===== config.mk =====
export PLATFORM = sky130hd
export DESIGN_NAME = dm_apb_arbiter
export DESIGN_NICKNAME = d
export VERILOG_FILES = /design/src/rtl/dm_apb_pkg.sv /design/src/rtl/dm_rr_arbiter2.sv /design/src/rtl/dm_apb_arbiter.sv
export SDC_FILE = /design/constraint.sdc
export NUM_CORES = 1
export LEC_CHECK = 0
export CORE_MARGIN = 4
export CORE_UTILIZATION = 39
export DETAILED_ROUTE_END_ITERATION = 16
export HOLD_SLACK_MARGIN = 0.1
export PLACE_DENSITY = 0.88
export SYNTH_ARGS = -nofsm -noshare
export SYNTH_HDL_FRONTEND = slang
export SYNTH_SLANG_ARGS = --single-unit

===== constraint.sdc =====
create_clock -name clock -period 1.84 [get_ports clock]
set_input_delay 0.368 -clock clock [delete_from_list [all_inputs] [get_ports clock]]
set_output_delay 0.368 -clock clock [all_outputs]
set_load 0.02 [all_outputs]

===== src/rtl/dm_apb_pkg.sv =====
// Shared definitions for the Debug Module APB arbiter slice.
//  - arb_state_e : APB sequencing FSM states (IDLE / SETUP / ACCESS)
//  - DM_*        : Debug Module register indices (addr[7:0])
//  - idx_to_oh   : requester index -> one-hot helper
package dm_apb_pkg;

  typedef enum logic [1:0] {
    ST_IDLE   = 2'd0,
    ST_SETUP  = 2'd1,
    ST_ACCESS = 2'd2
  } arb_state_e;

  localparam logic [7:0] DM_DATA0      = 8'h04;
  localparam logic [7:0] DM_DATA1      = 8'h05;
  localparam logic [7:0] DM_DATA2      = 8'h06;
  localparam logic [7:0] DM_DATA3      = 8'h07;
  localparam logic [7:0] DM_DMCONTROL  = 8'h10;
  localparam logic [7:0] DM_DMSTATUS   = 8'h11;
  localparam logic [7:0] DM_HARTINFO   = 8'h12;
  localparam logic [7:0] DM_ABSTRACTCS = 8'h16;
  localparam logic [7:0] DM_COMMAND    = 8'h17;

  function automatic logic [1:0] idx_to_oh(input logic idx);
    return idx ? 2'b10 : 2'b01;
  endfunction

endpackage


===== src/rtl/dm_rr_arbiter2.sv =====
// Two-way round-robin grant selection (purely combinational).
// Ports:
//  valid[1:0]    in  : requester request lines
//  last_grant    in  : index of the requester served most recently
//  grant_oh[1:0] out : one-hot grant, zero when no request
//  grant_idx     out : granted index (meaningful only when grant_oh != 0)
module dm_rr_arbiter2
  import dm_apb_pkg::*;
(
  input  logic [1:0] valid,
  input  logic       last_grant,
  output logic [1:0] grant_oh,
  output logic       grant_idx
);

  always_comb begin
    // On a tie the requester not served last wins; otherwise the lone requester.
    grant_idx = (valid == 2'b11) ? ~last_grant : ~valid[0];
    grant_oh  = (|valid) ? idx_to_oh(grant_idx) : '0;
  end

endmodule


===== src/rtl/dm_apb_arbiter.sv =====
// Shares the Debug Module APB slave between the JTAG DTM (req 0) and the
// system-side debug host (req 1). Round-robin grant, one transfer in flight,
// response routed back to the owning requester.
// Ports:
//  clock, resetn (async, active-low)
//  req_valid/req_write/req_addr/req_wdata in, req_ready out (comb accept pulse)
//  rsp_valid (one-hot pulse), rsp_rdata, rsp_err out (registered)
//  psel/penable/pwrite/paddr/pwdata out, prdata/pready in (APB master side)
// Optional feature: define DM_ARB_TIMEOUT_EN to abort an ACCESS phase after
// TIMEOUT_CYCLES cycles with pready low (completes with rsp_err=1).
module dm_apb_arbiter
  import dm_apb_pkg::*;
#(
  parameter int unsigned ADDR_WIDTH     = 32,
  parameter int unsigned DATA_WIDTH     = 32,
  parameter int unsigned TIMEOUT_CYCLES = 16
) (
  input  logic                    clock,
  input  logic                    resetn,
  input  logic [1:0]              req_valid,
  input  logic [1:0]              req_write,
  input  logic [2*ADDR_WIDTH-1:0] req_addr,
  input  logic [2*DATA_WIDTH-1:0] req_wdata,
  output logic [1:0]              req_ready,
  output logic [1:0]              rsp_valid,
  output logic [DATA_WIDTH-1:0]   rsp_rdata,
  output logic                    rsp_err,
  output logic                    psel,
  output logic                    penable,
  output logic                    pwrite,
  output logic [ADDR_WIDTH-1:0]   paddr,
  output logic [DATA_WIDTH-1:0]   pwdata,
  input  logic [DATA_WIDTH-1:0]   prdata,
  input  logic                    pready
);

  arb_state_e            state_q, state_d;
  logic                  owner_q, owner_d;
  logic                  last_grant_q, last_grant_d;
  logic                  psel_q, psel_d;
  logic                  penable_q, penable_d;
  logic                  pwrite_q, pwrite_d;
  logic [ADDR_WIDTH-1:0] paddr_q, paddr_d;
  logic [DATA_WIDTH-1:0] pwdata_q, pwdata_d;
  logic [1:0]            rsp_valid_q, rsp_valid_d;
  logic [DATA_WIDTH-1:0] rsp_rdata_q, rsp_rdata_d;

  logic [1:0] grant_oh;
  logic       grant_idx;

`ifdef DM_ARB_TIMEOUT_EN
  localparam int unsigned TO_W = (TIMEOUT_CYCLES > 2) ? $clog2(TIMEOUT_CYCLES) : 1;
  localparam logic [TO_W-1:0] TO_LAST = TO_W'(TIMEOUT_CYCLES - 1);
  logic [TO_W-1:0] to_cnt_q, to_cnt_d;
  logic            rsp_err_q, rsp_err_d;
`endif

  dm_rr_arbiter2 u_rr (
    .valid      (req_valid),
    .last_grant (last_grant_q),
    .grant_oh   (grant_oh),
    .grant_idx  (grant_idx)
  );

  assign req_ready = (state_q == ST_IDLE) ? grant_oh : '0;

  always_comb begin
    state_d      = state_q;
    owner_d      = owner_q;
    last_grant_d = last_grant_q;
    psel_d       = psel_q;
    penable_d    = penable_q;
    pwrite_d     = pwrite_q;
    paddr_d      = paddr_q;
    pwdata_d     = pwdata_q;
    rsp_valid_d  = '0;
    rsp_rdata_d  = rsp_rdata_q;
`ifdef DM_ARB_TIMEOUT_EN
    to_cnt_d     = to_cnt_q;
    rsp_err_d    = rsp_err_q;
`endif
    case (state_q)
      ST_IDLE: begin
        if (|req_valid) begin
          owner_d   = grant_idx;
          pwrite_d  = req_write[grant_idx];
          paddr_d   = grant_idx ? req_addr[ADDR_WIDTH +: ADDR_WIDTH]
                                : req_addr[0 +: ADDR_WIDTH];
          pwdata_d  = grant_idx ? req_wdata[DATA_WIDTH +: DATA_WIDTH]
                                : req_wdata[0 +: DATA_WIDTH];
          psel_d    = 1'b1;
          penable_d = 1'b0;
          state_d   = ST_SETUP;
`ifdef DM_ARB_TIMEOUT_EN
          to_cnt_d  = '0;
`endif
        end
      end
      ST_SETUP: begin
        penable_d = 1'b1;
        state_d   = ST_ACCESS;
      end
      ST_ACCESS: begin
        if (pready) begin
          rsp_rdata_d  = pwrite_q ? '0 : prdata;
          rsp_valid_d  = idx_to_oh(owner_q);
          psel_d       = 1'b0;
          penable_d    = 1'b0;
          last_grant_d = owner_q;
          state_d      = ST_IDLE;
`ifdef DM_ARB_TIMEOUT_EN
          rsp_err_d    = 1'b0;
        end else if (to_cnt_q == TO_LAST) begin
          rsp_rdata_d  = '0;
          rsp_valid_d  = idx_to_oh(owner_q);
          rsp_err_d    = 1'b1;
          psel_d       = 1'b0;
          penable_d    = 1'b0;
          last_grant_d = owner_q;
          state_d      = ST_IDLE;
        end else begin
          to_cnt_d     = to_cnt_q + 1'b1;
`endif
        end
      end
      default: begin
        psel_d    = 1'b0;
        penable_d = 1'b0;
        state_d   = ST_IDLE;
      end
    endcase
  end

  always_ff @(posedge clock or negedge resetn) begin
    if (!resetn) begin
      state_q      <= ST_IDLE;
      owner_q      <= 1'b0;
      last_grant_q <= 1'b1;
      psel_q       <= 1'b0;
      penable_q    <= 1'b0;
      pwrite_q     <= 1'b0;
      paddr_q      <= '0;
      pwdata_q     <= '0;
      rsp_valid_q  <= '0;
      rsp_rdata_q  <= '0;
`ifdef DM_ARB_TIMEOUT_EN
      to_cnt_q     <= '0;
      rsp_err_q    <= 1'b0;
`endif
    end else begin
      state_q      <= state_d;
      owner_q      <= owner_d;
      last_grant_q <= last_grant_d;
      psel_q       <= psel_d;
      penable_q    <= penable_d;
      pwrite_q     <= pwrite_d;
      paddr_q      <= paddr_d;
      pwdata_q     <= pwdata_d;
      rsp_valid_q  <= rsp_valid_d;
      rsp_rdata_q  <= rsp_rdata_d;
`ifdef DM_ARB_TIMEOUT_EN
      to_cnt_q     <= to_cnt_d;
      rsp_err_q    <= rsp_err_d;
`endif
    end
  end

  assign psel      = psel_q;
  assign penable   = penable_q;
  assign pwrite    = pwrite_q;
  assign paddr     = paddr_q;
  assign pwdata    = pwdata_q;
  assign rsp_valid = rsp_valid_q;
  assign rsp_rdata = rsp_rdata_q;
`ifdef DM_ARB_TIMEOUT_EN
  assign rsp_err   = rsp_err_q;
`else
  assign rsp_err   = 1'b0;
`endif

endmodule


**Metal layers overlaid**

Only two layers are drawn.
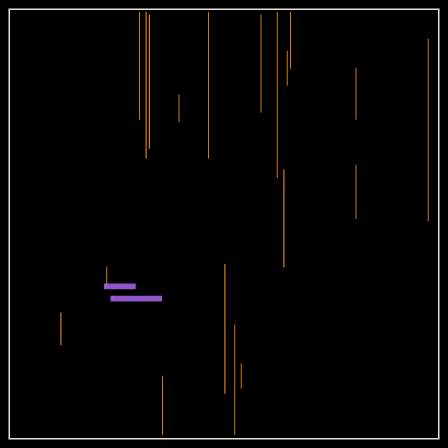
orange -> metal 4  # wire length 467 µm
purple -> metal 5  # wire length 20.2 µm
total length of routed wires: 17,730 µm
vias post-DR: 5,333
total track usage: 24.11%
drt wl/cell: 18.55 µm

**Where the registers sit**

Bar = 20 µm. Other sequential cells in the stronger gray, the rest of the logic in the fainter gray.
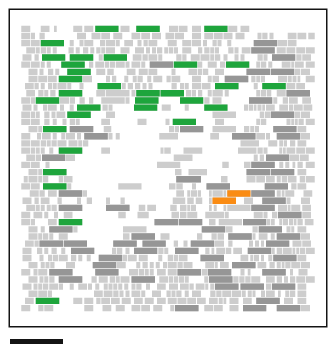
green -> pwdata  # placed flops 32
orange -> rsp_valid  # placed flops 2
not colored = 70
sequential cell area share: 32.44%
power of the sequential group: 3870 µW
Seq. cell area: 2604 µm²
final standard cell utilization of the core: 65.99%

==> run notes <==
This note records the results obtained with Yosys and OpenROAD.

Status
The flow ran to the end, and the final reports show no timing, DRC or antenna violations.

Floorplanning
The number of top-level pins is 271. The overall die height is 120.0 µm. Once the floorplan was initialized, standard cells occupied 40.26% of the core. The total die size is 14,410 µm². According to the floorplan report, the die width is 120.0 µm.

In this run the core area contains 40 standard-cell rows.

Power
The net switching power is 5116 µW. Switching power as a fraction of the total was reported as 41.40%. The leakage power figure is 0.003142 µW. The internal power summed over all cells is 7243 µW.

In this run the VDD rail shows a maximum IR drop of 0.0006663 V. The total power divided by cell area is 1540 nW/µm².

Cells and area
The finished design was reported to have a net count of 950. The layout stage reports a final design area of 8025 µm². Per the final layout report, the fraction of cells sized above drive strength 1 comes to 5.964%. The number of antenna diodes is 0.

Worst setup path
Per the timing report, the most critical flop-to-flop path originates at state_q[0]. The slowest library cell on the worst path is clkdlybuf4s50_1. The worst register-to-register path ends at pwdata[1]. The kind of cell with the highest combined delay on the critical path is buffers and inverters. Among all stages on the critical path, the maximum delay recorded is 0.70 ns. The number of cells on the critical path is 1.

Logic synthesis
The post-synth tally of flip-flops with integrated enable is 0. Sorting the synthesis cell report by count puts at the top dfrtp_1. The share of the Yosys chip area taken by registers is 53.18%. The post-synth net total is 710. The commonest register cell is dfrtp_1. The area share of the largest cell type after synthesis is 52.65%.

The summed instance area of the synthesized netlist is 4896 µm². The synthesis log from Yosys contains 0 warnings.

Flow run
The tool warning count for the run is 26. In this run the maximum-capacitance check reported violations numbering 0.

Timing
The final layout reports a setup TNS of 0 ns. Setup repair after global routing left no endpoint under its margin. After layout, the setup clock skew is reported as 0.01183 ns. Counting endpoints that fail hold in the final report gives 0. The highest clock rate this design can be run at is 573.9 MHz. Subtracting the final worst setup slack from the clock period gives 1.742 ns. In the final report, the number of pins over their slew limit comes to 0. The fraction of the cycle the final worst path needs is 94.70%. The most critical hold endpoint after final layout shows a slack of 0.4043 ns.

Min path
Checking hold timing, the worst path is listed with class input pin to async pin.

Drt
According to the report, the first pass of detailed routing completed in 5 iterations. The violation tally recorded at the end of detailed-routing iteration 0 is 426. For this run, design rule violations remaining after detail routing come to 0.

Place
The placement-stage cell area is 7739 µm². The half-perimeter wire length after detailed placement is 12,430 µm.

CTS
Looking at the post-CTS report, the setup buffer insertion count equals 0. The clock-pin slew on the worst setup and hold paths is 0.08 ns. The clock tree has to reach 104 sinks. The clock passes through at most 2 buffers. Clock tree synthesis selected as its root buffer the cell clkbuf_16.

GRT
The number of global-route vias before repair came to 5,429.
**Metal 4**

Bar = 20 µm.
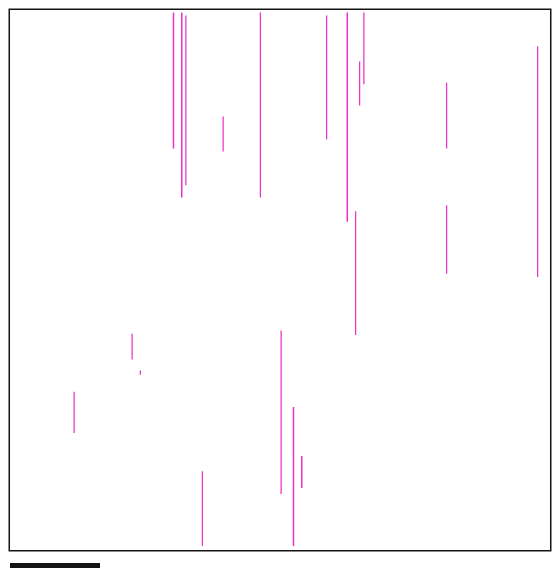
wire length on this layer = 467 µm
longest straight run = 51.0 µm
main direction = vertical

logic make-up (layout without fill, tap and decap cells):
group	Yosys count	count (layout)	synth area share [%]
buffers and inverters	64	309	6.517
DFF	104	104	53.18
and+or+nand+nor	142	142	14.57
other	1	1	0.07659
AOI/OAI and AO/OA	230	230	25.22
muxes	2	2	0.4344
cell usage in the layout, fill, tap and decap left out, types with 7 or more instances in the layout:
cell type,count
clkbuf_16,9
nand2b_1,33
buf_4,16
nand2_1,35
buf_12,7
a21oi_1,66
dfrtp_1,103
o21ai_0,89
a31oi_1,65
o21ai_1,9
clkdlybuf4s50_1,263
nand3_1,65
power by group through the flow:
stage	Clock [µW]	Sequential, µW	Combinational (µW)
after CTS	1880	3870	6680
after global placement	0	3840	6490
after global routing	1970	3990	7120
final	1840	3870	6650
after floorplan	0	5020	2290
after detailed placement	0	3900	6680
layer usage:
layer	routed length [µm]	vias up	global-route usage, %
met5	20	-	0
met4	467	4	8.876
met3	1828	43	7.823
met2	8707	295	41.03
met1	6710	2557	28.43
li1	-	2434	-
repair_timing:
item,4_1_cts,5_1_grt
resized,9,3
endpoints found under the hold margin,8,0
setup endpoints to repair,3,9
hold buffers,1,0
flip-flops by register name (all words and copies together) (netlist names):
signal / count
state_q: 1
penable: 1
last_grant_q: 1
psel: 1
paddr: 32
rsp_rdata: 32
pwrite: 1
owner_q: 1
rsp_valid: 2
pwdata: 32
cell type report:
type / instances / area (µm²) / share of cell area [%]
Timing Repair Buffer: 290 / 2929 / 36.50
Sequential cell: 104 / 2604 / 32.44
Multi-Input combinational cell: 375 / 1991 / 24.81
Clock buffer: 10 / 229.0 / 2.853
Tap cell: 168 / 210.2 / 2.619
Clock inverter: 6 / 51.30 / 0.6392
Inverter: 3 / 11.26 / 0.1403
No activity file was given, so power comes from the tool's default toggle rates.
